`src/rtl/matrix_bus_sequencer_if.sv`:
```
// matrix_bus_sequencer_if: element stream, ALU databus/control and result stream of the matrix sequencer
interface matrix_bus_sequencer_if #(
  parameter int DATASIZE    = 16,
  parameter int MEMORY_SIZE = 256
);
  logic [DATASIZE-1:0]    in_data;
  logic                   in_valid;
  logic                   in_ready;
  logic                   op_addsub;
  logic [MEMORY_SIZE-1:0] bus_wdata;
  logic [MEMORY_SIZE-1:0] bus_rdata;
  logic                   enable;
  logic                   select;
  logic                   readwrite;
  logic                   ab_select;
  logic                   addsub;
  logic                   done;
  logic [DATASIZE-1:0]    out_data;
  logic                   out_valid;
  logic                   out_ready;
  logic                   busy;
  logic                   timeout_err;
  modport master (
    input  in_data, in_valid, op_addsub, bus_rdata, done, out_ready,
    output in_ready, bus_wdata, enable, select, readwrite, ab_select, addsub,
           out_data, out_valid, busy, timeout_err
  );
  modport slave (
    output in_data, in_valid, op_addsub, bus_rdata, done, out_ready,
    input  in_ready, bus_wdata, enable, select, readwrite, ab_select, addsub,
           out_data, out_valid, busy, timeout_err
  );
endinterface

```
`src/rtl/matrix_bus_sequencer.sv`:
```
// matrix_bus_sequencer: packs two streamed matrices onto the ALU databus, waits for done, streams the result back
module matrix_bus_sequencer #(
  parameter int DATASIZE      = 16,
  parameter int REGISTER_SIZE = 4,
  parameter int MEMORY_SIZE   = 256,
  parameter int DONE_TIMEOUT  = 255
) (
  input logic                    clk,
  input logic                    reset_l,
  matrix_bus_sequencer_if.master bus
);
  localparam int N  = REGISTER_SIZE * REGISTER_SIZE;
  localparam int CW = $clog2(N);
  localparam int TW = $clog2(DONE_TIMEOUT + 1);
  typedef enum logic [2:0] {IDLE, FILL_A, WRITE_A, FILL_B, WRITE_B, READ, DRAIN} state_t;
  state_t                 state, state_nx;
  logic [CW-1:0]          cnt;
  logic [TW-1:0]          tmo;
  logic [MEMORY_SIZE-1:0] wdata, result;
  logic                   op, accept, xfer, last, expired;
  assign accept  = bus.in_valid && bus.in_ready;
  assign xfer    = bus.out_valid && bus.out_ready;
  assign last    = cnt == CW'(N - 1);
  assign expired = tmo == TW'(DONE_TIMEOUT - 1);
  assign bus.bus_wdata = wdata;
  assign bus.out_data  = result[MEMORY_SIZE-1 -: DATASIZE];
  always_ff @(posedge clk or negedge reset_l)
    if (!reset_l) state <= IDLE;
    else          state <= state_nx;
  always_comb begin
    state_nx = state;
    case (state)
      IDLE:    if (accept) state_nx = FILL_A;
      FILL_A:  if (accept && last) state_nx = WRITE_A;
      WRITE_A: state_nx = FILL_B;
      FILL_B:  if (accept && last) state_nx = WRITE_B;
      WRITE_B: state_nx = READ;
      READ:    if (bus.done) state_nx = DRAIN;
               else if (expired) state_nx = IDLE;
      DRAIN:   if (xfer && last) state_nx = IDLE;
      default: state_nx = IDLE;
    endcase
  end
  // in_ready is gated by reset_l so every output reads 0 while reset is held
  always_comb begin
    bus.in_ready  = reset_l && (state == IDLE || state == FILL_A || state == FILL_B);
    bus.enable    = state == WRITE_A || state == WRITE_B || state == READ;
    bus.select    = state == WRITE_A || state == WRITE_B || state == READ;
    bus.readwrite = state == WRITE_A || state == WRITE_B;
    bus.ab_select = state == WRITE_B;
    bus.addsub    = state == READ && op;
    bus.out_valid = state == DRAIN;
    bus.busy      = state != IDLE;
  end
  // Both matrices shift in at the LSB end so element 0 lands in the MSB slice;
  // the result shifts out from the MSB end, reusing the wrapped element counter.
  always_ff @(posedge clk or negedge reset_l)
    if (!reset_l) begin
      cnt             <= '0;
      tmo             <= '0;
      wdata           <= '0;
      result          <= '0;
      op              <= 1'b0;
      bus.timeout_err <= 1'b0;
    end else begin
      if (accept || xfer) cnt <= cnt + 1'b1;
      if (accept) wdata <= {wdata[MEMORY_SIZE-DATASIZE-1:0], bus.in_data};
      if (accept && state == IDLE) begin
        op              <= bus.op_addsub;
        bus.timeout_err <= 1'b0;
      end
      tmo <= (state == READ) ? tmo + 1'b1 : '0;
      if (state == READ && bus.done) result <= bus.bus_rdata;
      else if (xfer) result <= {result[MEMORY_SIZE-DATASIZE-1:0], {DATASIZE{1'b0}}};
      if (state == READ && !bus.done && expired) bus.timeout_err <= 1'b1;
    end
endmodule

```
`src/flat_wrapper.sv`:
```
// flat-port wrapper written by rule: the top's interface ports become plain ports
module matrix_bus_sequencer_flat 
#(
  parameter int DATASIZE      = 16,
  parameter int REGISTER_SIZE = 4,
  parameter int MEMORY_SIZE   = 256,
  parameter int DONE_TIMEOUT  = 255
)
  (clk, reset_l, bus_in_data, bus_in_valid, bus_op_addsub, bus_bus_rdata, bus_done, bus_out_ready, bus_in_ready, bus_bus_wdata, bus_enable, bus_select, bus_readwrite, bus_ab_select, bus_addsub, bus_out_data, bus_out_valid, bus_busy, bus_timeout_err);
  matrix_bus_sequencer_if #(.DATASIZE(DATASIZE), .MEMORY_SIZE(MEMORY_SIZE)) bus_i ();
  input logic clk;
  input logic reset_l;
  input wire logic [$bits(bus_i.in_data)-1:0] bus_in_data;
  input wire logic [$bits(bus_i.in_valid)-1:0] bus_in_valid;
  input wire logic [$bits(bus_i.op_addsub)-1:0] bus_op_addsub;
  input wire logic [$bits(bus_i.bus_rdata)-1:0] bus_bus_rdata;
  input wire logic [$bits(bus_i.done)-1:0] bus_done;
  input wire logic [$bits(bus_i.out_ready)-1:0] bus_out_ready;
  output wire logic [$bits(bus_i.in_ready)-1:0] bus_in_ready;
  output wire logic [$bits(bus_i.bus_wdata)-1:0] bus_bus_wdata;
  output wire logic [$bits(bus_i.enable)-1:0] bus_enable;
  output wire logic [$bits(bus_i.select)-1:0] bus_select;
  output wire logic [$bits(bus_i.readwrite)-1:0] bus_readwrite;
  output wire logic [$bits(bus_i.ab_select)-1:0] bus_ab_select;
  output wire logic [$bits(bus_i.addsub)-1:0] bus_addsub;
  output wire logic [$bits(bus_i.out_data)-1:0] bus_out_data;
  output wire logic [$bits(bus_i.out_valid)-1:0] bus_out_valid;
  output wire logic [$bits(bus_i.busy)-1:0] bus_busy;
  output wire logic [$bits(bus_i.timeout_err)-1:0] bus_timeout_err;
  assign bus_i.in_data = bus_in_data;
  assign bus_i.in_valid = bus_in_valid;
  assign bus_i.op_addsub = bus_op_addsub;
  assign bus_i.bus_rdata = bus_bus_rdata;
  assign bus_i.done = bus_done;
  assign bus_i.out_ready = bus_out_ready;
  assign bus_in_ready = bus_i.in_ready;
  assign bus_bus_wdata = bus_i.bus_wdata;
  assign bus_enable = bus_i.enable;
  assign bus_select = bus_i.select;
  assign bus_readwrite = bus_i.readwrite;
  assign bus_ab_select = bus_i.ab_select;
  assign bus_addsub = bus_i.addsub;
  assign bus_out_data = bus_i.out_data;
  assign bus_out_valid = bus_i.out_valid;
  assign bus_busy = bus_i.busy;
  assign bus_timeout_err = bus_i.timeout_err;
  matrix_bus_sequencer #(.DATASIZE(DATASIZE), .REGISTER_SIZE(REGISTER_SIZE), .MEMORY_SIZE(MEMORY_SIZE), .DONE_TIMEOUT(DONE_TIMEOUT)) u_core (.clk(clk), .reset_l(reset_l), .bus(bus_i));
endmodule
```
`config.mk`:
```
export PLATFORM = sky130hd
export DESIGN_NAME = matrix_bus_sequencer_flat
export DESIGN_NICKNAME = d
export VERILOG_FILES = /design/src/rtl/matrix_bus_sequencer_if.sv /design/src/rtl/matrix_bus_sequencer.sv /design/src/flat_wrapper.sv
export SDC_FILE = /design/constraint.sdc
export NUM_CORES = 1
export LEC_CHECK = 0
export CELL_PAD_IN_SITES_DETAIL_PLACEMENT = 0
export CELL_PAD_IN_SITES_GLOBAL_PLACEMENT = 2
export CORE_UTILIZATION = 41
export DETAILED_ROUTE_END_ITERATION = 6
export DONT_BUFFER_PORTS = 1
export GPL_TIMING_DRIVEN = 0
export PLACE_DENSITY_LB_ADDON = 0.1
export SYNTH_ARGS = -nofsm -noshare
export SYNTH_HDL_FRONTEND = slang
export SYNTH_SLANG_ARGS = --single-unit
```
`constraint.sdc`:
```
create_clock -name clk -period 2.35 [get_ports clk]
set_input_delay 0.235 -clock clk [delete_from_list [all_inputs] [get_ports clk]]
set_output_delay 0.235 -clock clk [all_outputs]
set_load 0.03 [all_outputs]
```
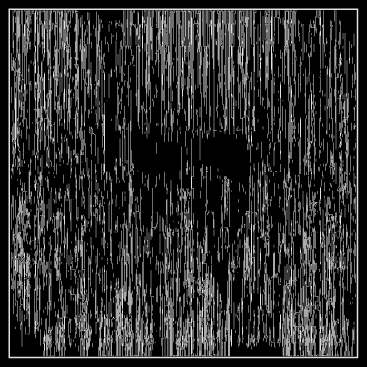
**Above:** run 1 (the metal 2 layer).
Scale: 1.5 px per um.
2265 nets have wire on it. The wires run mostly vertical.
final wirelength: 70.5 mm
Vias: 17338
met2 layer usage reported by global route: 43.0%

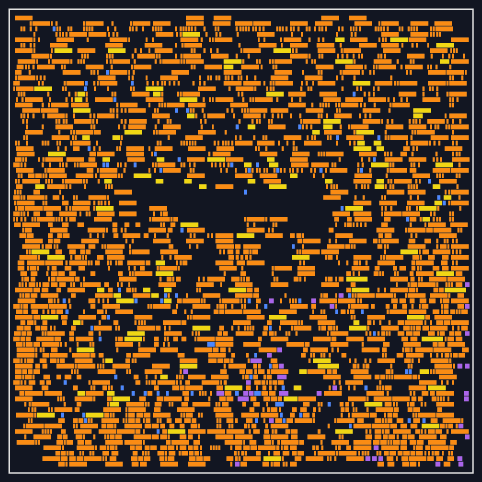
**Above:** run 1 (cells by drive strength).
Scale: 2 px per um.
Purple shows drive 3 to 4, cells 36. Yellow shows drive 6 and up, cells 116. Orange shows drive 1 or less, cells 2452. Blue shows drive 2, cells 84.
non-clock buffer count in the final layout: 440
Design Area, Final: 27100 um^2
Syn-to-layout area delta: 26.0%

==> notes.md, run 1 <==
The run finished, with violations left. The final reports fail on negative hold slack, max-slew violations, negative setup slack. Setup repair after global routing could not meet its margin everywhere. The via count normalized by instance count was 5.13. Before placement the cells fill 41.7% of the core. The internal reg-to-reg setup slack came out at 0.35 ns.

Headroom to the max-slew limit came out at -73.1%. The tightest hold margin is -0.665 ns, and the share of the synthesized area in the top cell type is 61.5%. The number of nets handed over by synthesis was 2586.

The tools report the instance area at placement as 22400 um^2. Entering global routing, the biggest net connects 534 pins. The tools report the total power of the final layout as 35.3 mW. With the final worst setup slack at -0.0177 ns, the data arrival at the endpoint of the critical path is 2.13 ns.

The tools report the power dissipated by switching net loads as 14.5 mW. Looking at the cell usage after synthesis, the top flip-flop cell is dfrtp_1. The number of setup violations in the final report is 1, and the register area share after synthesis is 61.5%. CTS saw 529 sinks. The tools report the initial antenna violation count as 13.

The tools report the maximum root-to-sink buffer count as 3. Summing every instance area after synthesis gives 21500 um^2. The flow reported a cell area power density of 1300 nW/um^2.

Per the placement log, port buffering inserted 0 buffers. The run gives 276 for the count of hold-fix buffers inserted at cts. Once layout is complete, the cells apart from fillers number 3380. The most common logic cell in the final layout is nand2_1. The clock-net power was 9.11 mW; the number of ports placed on the die boundary was 559. With the critical path depth at 5, the ratio of cells with drive above 1 in the final layout is 8.78%. For the worst-skew pair later-pin latency, the log shows 0.62 ns.

The minimum setup slack after placement is -0.111 ns. The most used routing layer is met2. The iteration count recorded for the first detailed-route pass is 7. For the area enclosed by the die boundary, the log shows 53400 um^2.

In this design, the critical path's most frequently occurring cell is clkbuf_4. The flow reports that sequential cells draw 58.4% of the design power. Global routing consumed, on the met1 layer, 34.3% of the routing resources. The post-synthesis async set-or-reset flop share was 100%. Detailed routing placed a total of 33.7 mm of wire on met2. The tools report the remaining antenna violation count after routing as 0. Heaviest power group: sequential cells. The share of power burned in combinational logic is 15.7%, and the number of cells traversed by the worst register-to-register path is 6. In the post-synthesis netlist, the biggest area contributors are dfrtp_1, nand2_1, a22oi_1. TritonCTS built the clock tree. The cell at the root of the clock tree is clkbuf_16. Counting flops and latches in the post-synthesis netlist gives 529. The per-cell routed wire length was 20.8 um. Setup clock skew after layout: 0.0172 ns.

The highest net fanout along the worst path is 10, and the die extent in y is 231 um. For reference, the final report shows the max-slew violation count at 397. The run gives 529 for the count of final hold-check violations. The routed design uses 5.19 mm of met3 wire.

The H-tree was split into 2 levels. The run gives 2305 as the number of instances in the synthesized netlist. With the post-DP HPWL at 51.2 mm, the maximum resistive drop on vdd is 0.685 mV. In the Yosys stats the netlist draws on 40 distinct library cells.
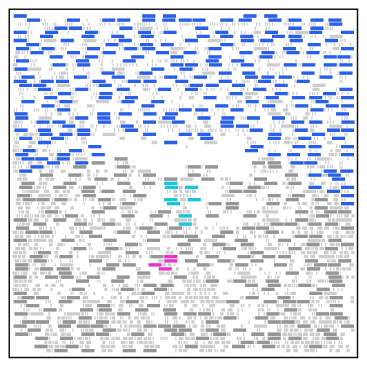
**Above:** run 1 (register map, names as in the netlist).
Scale: 1.5 px per um. Other sequential cells in the stronger gray, the rest of the logic in the fainter gray.
Cyan shows `u_core.tmo`, flops 8, where center. Magenta shows `u_core.cnt`, flops 4, where south. Blue shows `u_core.bus.bus_wdata`, flops 256.
post-route core utilization: 52.5%
Seq. pwr: 20.6 mW
share of cell area taken by flip-flops and latches: 48.8%

==> run 1: flip-flops by register name (all words and copies together), names as in the netlist <==
| register | flops |
|---|---|
| u_core.result | 256 |
| u_core.state | 3 |
| u_core.op | 1 |
| u_core.bus.bus_wdata | 256 |
| u_core.bus.timeout_err | 1 |
| u_core.tmo | 8 |
| u_core.cnt | 4 |
==> run 1: repair_timing <==
item,4_1_cts,5_1_grt
resized,6,9
buffers inserted,2,0
setup endpoints to repair,6,46
hold endpoints to repair,806,529
==> run 1: logic make-up (layout without fill, tap and decap cells) <==
family / count (synthesis) / in the layout / synth area share (%)
AND/OR/NAND/NOR: 1339 / 1339 / 24.0
flip-flops: 529 / 529 / 61.5
AND-OR/OR-AND: 257 / 257 / 8.77
buffers and inverters: 166 / 549 / 5.14
XOR/XNOR: 10 / 10 / 0.407
adder cells (fa/ha/maj): 3 / 3 / 0.174
multiplexers: 1 / 1 / 0.0523
other: 0 / 12 / 0
==> run 1: Yosys cell counts, drive strengths merged, types with 2 or more instances <==
| library cell | number |
|---|---|
| clkbuf | 27 |
| nand4b | 2 |
| nor2 | 44 |
| nand3b | 2 |
| o21ai | 9 |
| buf | 135 |
| a211oi | 2 |
| xor2 | 6 |
| ha | 3 |
| o22ai | 16 |
| or3 | 2 |
| nand2 | 1255 |
| and4 | 2 |
| a22oi | 224 |
| nand3 | 19 |
| and4b | 2 |
| dfrtp | 529 |
| xnor2 | 4 |
| a31oi | 2 |
| nor3 | 2 |
| and3 | 2 |
| inv | 4 |
==> run 1: layout make-up <==
type | instances | area, um^2
antenna | 12 | 30.0
buffer | 162 | 1100
clock buffer | 88 | 1700
clock inverter | 17 | 191
fill | 4850 | 24500
inverter | 4 | 15.0
multi-input combinational | 1610 | 7220
sequential | 529 | 13200
tap | 680 | 851
timing repair buffer | 278 | 2780
==> inputs of run 2 (changes only) <==
CAP_MARGIN = 5   (was not set)
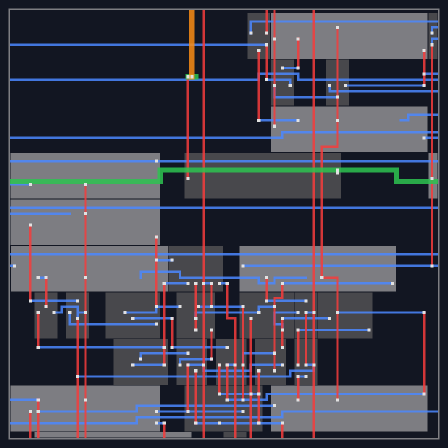
**Above:** run 2 (layout detail).
Region (103, 103) to (128, 128) um. Cells in gray, sequential cells in the stronger gray; small squares are vias.
Blue shows met1. Green shows met3. Red shows met2. Orange shows met4.
Netlist names of flops here include `u_core.tmo` (5), `u_core.result` (3). Most frequent: dfrtp_1 (8), nor2_1 (4). 26 logic cells have their middle in the window. Sequential cells in the window: 8.

==> run 2 against run 1 <==
Against the previous run:
- the flow still finishes with violations (negative hold slack, max-slew violations, negative setup slack)
- maximum frequency stayed put
- clock power hardly changed
- cell count stayed put
- count of clock-buffer cells in the layout stayed put
- synthesized area stayed put
- sequential cell count stayed put
- synthesized cell count stayed put
- critical path depth stayed put
- cell area stayed put
- critical endpoint unchanged
==> notes.md, run 2 <==
Setup repair after global routing could not meet its margin everywhere. The run gives 529 (unchanged) as the sink count of the clock tree. The run gives 1300 nW/um^2 (unchanged) for the areal power density over the cells. Most common cell after layout, fill and taps aside: nand2_1 (unchanged).

The run gives 0 (unchanged) as the DRC violation count after routing. With the post-CTS resize count at 6 (unchanged), the highest net fanout along the worst path is 10 (unchanged). The power dissipated by switching net loads came out at 14.5 mW (unchanged). With the number of search-and-repair iterations in the first detailed-routing pass at 7 (unchanged), the post-synthesis async set-or-reset flop share is 100% (unchanged). With the max-slew violation count at 397 (unchanged), the count of hold-fix buffers inserted at cts is 276 (unchanged). The run gives 40 (unchanged) as the number of distinct library cell variants in the gate-level netlist after synthesis. Primary flip-flop cell chosen by synthesis mapping: dfrtp_1 (unchanged).

The filler cell count was 4850 (unchanged). The flow ran to the end, but the final reports show violations. The end-of-flow core utilization is 52.5% (unchanged), and the violation count after the first detailed-routing iteration is 1264 (unchanged). For the initial antenna violation count, the log shows 13 (unchanged). The ratio of cells with drive above 1 in the final layout was 8.78% (unchanged).

The cell repeated most along the worst path was clkbuf_4 (unchanged). The via count of the first global-routing pass was 17702 (unchanged). Violated checks: negative hold slack, max-slew violations, negative setup slack (unchanged). The maximum root-to-sink buffer count is 3 (unchanged), and the maximum resistive drop on vdd is 0.685 mV (unchanged).

The post-CTS setup buffer count was 2 (unchanged); the via count of the routed design was 17338 (unchanged). The tools report the portion of total power attributed to sequential cells as 58.4% (about the same). The heaviest power group is sequential cells (unchanged). Top cells by area: dfrtp_1, nand2_1, a22oi_1 (unchanged).

For the count of final hold-check violations, the log shows 529 (unchanged). The run gives 41.7% (unchanged) as the starting density of the core. The clock-net power is 9.11 mW (about the same).

For the instance area at placement, the log shows 22400 um^2 (unchanged). The run gives 2923 (unchanged) as the number of nets at the end of the flow. The run gives 0 (unchanged) for the remaining antenna violation count after routing. The area enclosed by the die boundary came out at 53400 um^2 (unchanged).

The kind of critical path was flip-flop to primary output (unchanged). The number of setup violations in the final report was 1 (unchanged). The number of instances in the synthesized netlist was 2305 (unchanged); the switching share of power was 41.0% (unchanged). The tools report the number of buffers added by the clock tree synthesis step as 57 (unchanged). The tools report the number of warnings issued by yosys as 0 (unchanged). Most common logic cells in the final layout: nand2_1, dfrtp_1, dlygate4sd3_1 (unchanged). The per-cell routed wire length came out at 20.8 um (unchanged). With the total sequential power at 20.6 mW (about the same), the area of the mapped netlist is 21500 um^2 (unchanged). For the final worst setup slack, the log shows -0.0177 ns (unchanged). The number of ports placed on the die boundary was 559 (unchanged). The logs give 2586 (unchanged) for the synthesized net count and 0.0172 ns (unchanged) for the setup clock skew after layout.

The run gives 51.2 mm (unchanged) as the post-DP HPWL. With the share of power burned in combinational logic at 15.7% (about the same), the die extent in y is 231 um (unchanged). The logs give 61.5% (unchanged) for the register area share after synthesis and 0 (unchanged) for the aggregate global routing overflow.

The cell with the biggest individual delay on the critical path was dfrtp_1 (unchanged). The cell with the most instances after synthesis was nand2_1 (unchanged). The flip-flop and latch count after synthesis works out to 529 (unchanged). The number of H-tree levels is 2 (unchanged), and the sum of routed wire length over all layers is 70.5 mm (unchanged). The data required time at the worst endpoint was 2.12 ns (about the same); the count of port buffers added during placement was 0 (unchanged).

The run gives -0.665 ns (unchanged) as the tightest hold margin. The critical path endpoint category was a primary output (unchanged). The tools report the cell at the root of the clock tree as clkbuf_16 (unchanged).

The run gives 61.5% (unchanged) for the share of the synthesized area in the top cell type. The relative area change from synthesis to final layout works out to 26.0% (unchanged). Leading cell types by count after synthesis: nand2_1, dfrtp_1, a22oi_1 (unchanged). For the maximum number of pins on one net before global-route repair, the log shows 534 (unchanged). The tools report the sequential standard cell area as 13200 um^2 (unchanged).

The worst-skew pair later-pin latency is 0.62 ns (about the same), and the number of cell rows is 83 (unchanged). The via count normalized by instance count is 5.13 (unchanged). TritonCTS built the clock tree. The chip area from the yosys synthesis statistics is 21500 um^2 (unchanged), and the headroom to the max-slew limit is -73.1% (unchanged). The run gives 2.13 ns (about the same) for the data arrival at the endpoint of the critical path.

The post-route cell area was 27100 um^2 (unchanged). The worst min-delay path class is primary input to async pin (unchanged). Combined area of the multi-input logic cells: 7220 um^2 (unchanged).
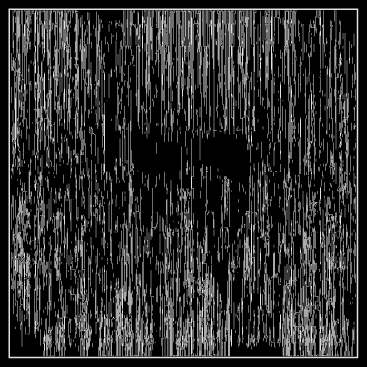
**Above:** run 2 (the metal 2 layer).
Scale: 1.5 px per um.
The wires run mostly vertical. The layer holds 48% of the routed length. 2265 nets have wire on it.

run 2: kinds of logic after synthesis:
kind of cell / synth area share (%)
flops: 61.5
simple gates: 24.0
compound gates: 8.77
mux: 0.0523
fa+ha+maj: 0.174
buf+inv: 5.14
xor+xnor: 0.407
run 2: stage by stage:
| step | cells | power (mW) | setup WS, ns |
|---|---|---|---|
| 2_1_floorplan | 2305 | 23.2 | 0.180 |
| 3_3_place_gp | 2985 | 25.6 | -0.128 |
| 3_5_place_dp | 2985 | 25.9 | -0.111 |
| 4_1_cts | 3368 | 35.5 | -0.107 |
| 5_1_grt | 3376 | 37.2 | -0.0835 |
| 6_report | 3380 | 35.3 | -0.0177 |
run 2: final timing paths:
path                              startpoint                   endpoint  slack, ns  cells past startpoint
max                          u_core.state[2]                 bus_select      -0.02                      5
min                                  reset_l         u_core.result[253]      -0.66                      0
max reg2reg                  u_core.state[2]  u_core.bus.bus_wdata[242]       0.35                      6
min reg2reg                u_core.result[91]          u_core.result[91]       0.47                      2
max in group asynchronous            reset_l  u_core.bus.bus_wdata[246]       0.97                      0
min in group clk                bus_in_valid     u_core.bus.timeout_err       0.11                      3
run 2: area by class of cell:
cell class,count,area share [%]
diodes,12,0.111
plain buffers,162,4.06
clock buffers,88,6.25
clock inverters,17,0.706
inverters,4,0.0554
multi-input cells,1610,26.6
flip-flops and latches,529,48.8
well taps,680,3.14
repair buffers,278,10.2
run 2: worst reg2reg max path: stages (launching register included):
cell and delay [ns]:
dfrtp_1 0.39, clkbuf_4 0.20, nor3_4 0.48, buf_2 0.40, buf_2 0.30, nand2_1 0.09
nand2_1 0.07
run 2: layer usage:
layer  track usage [%]  routed length (um)  up-vias
met4              7.45                1700        6
li1                  -                   -     8158
met3              6.47                5190      115
met2              43.0               33700      571
met1              34.3               29900     8488
met5                 0                  41        -
Power and IR drop assume default switching activity.
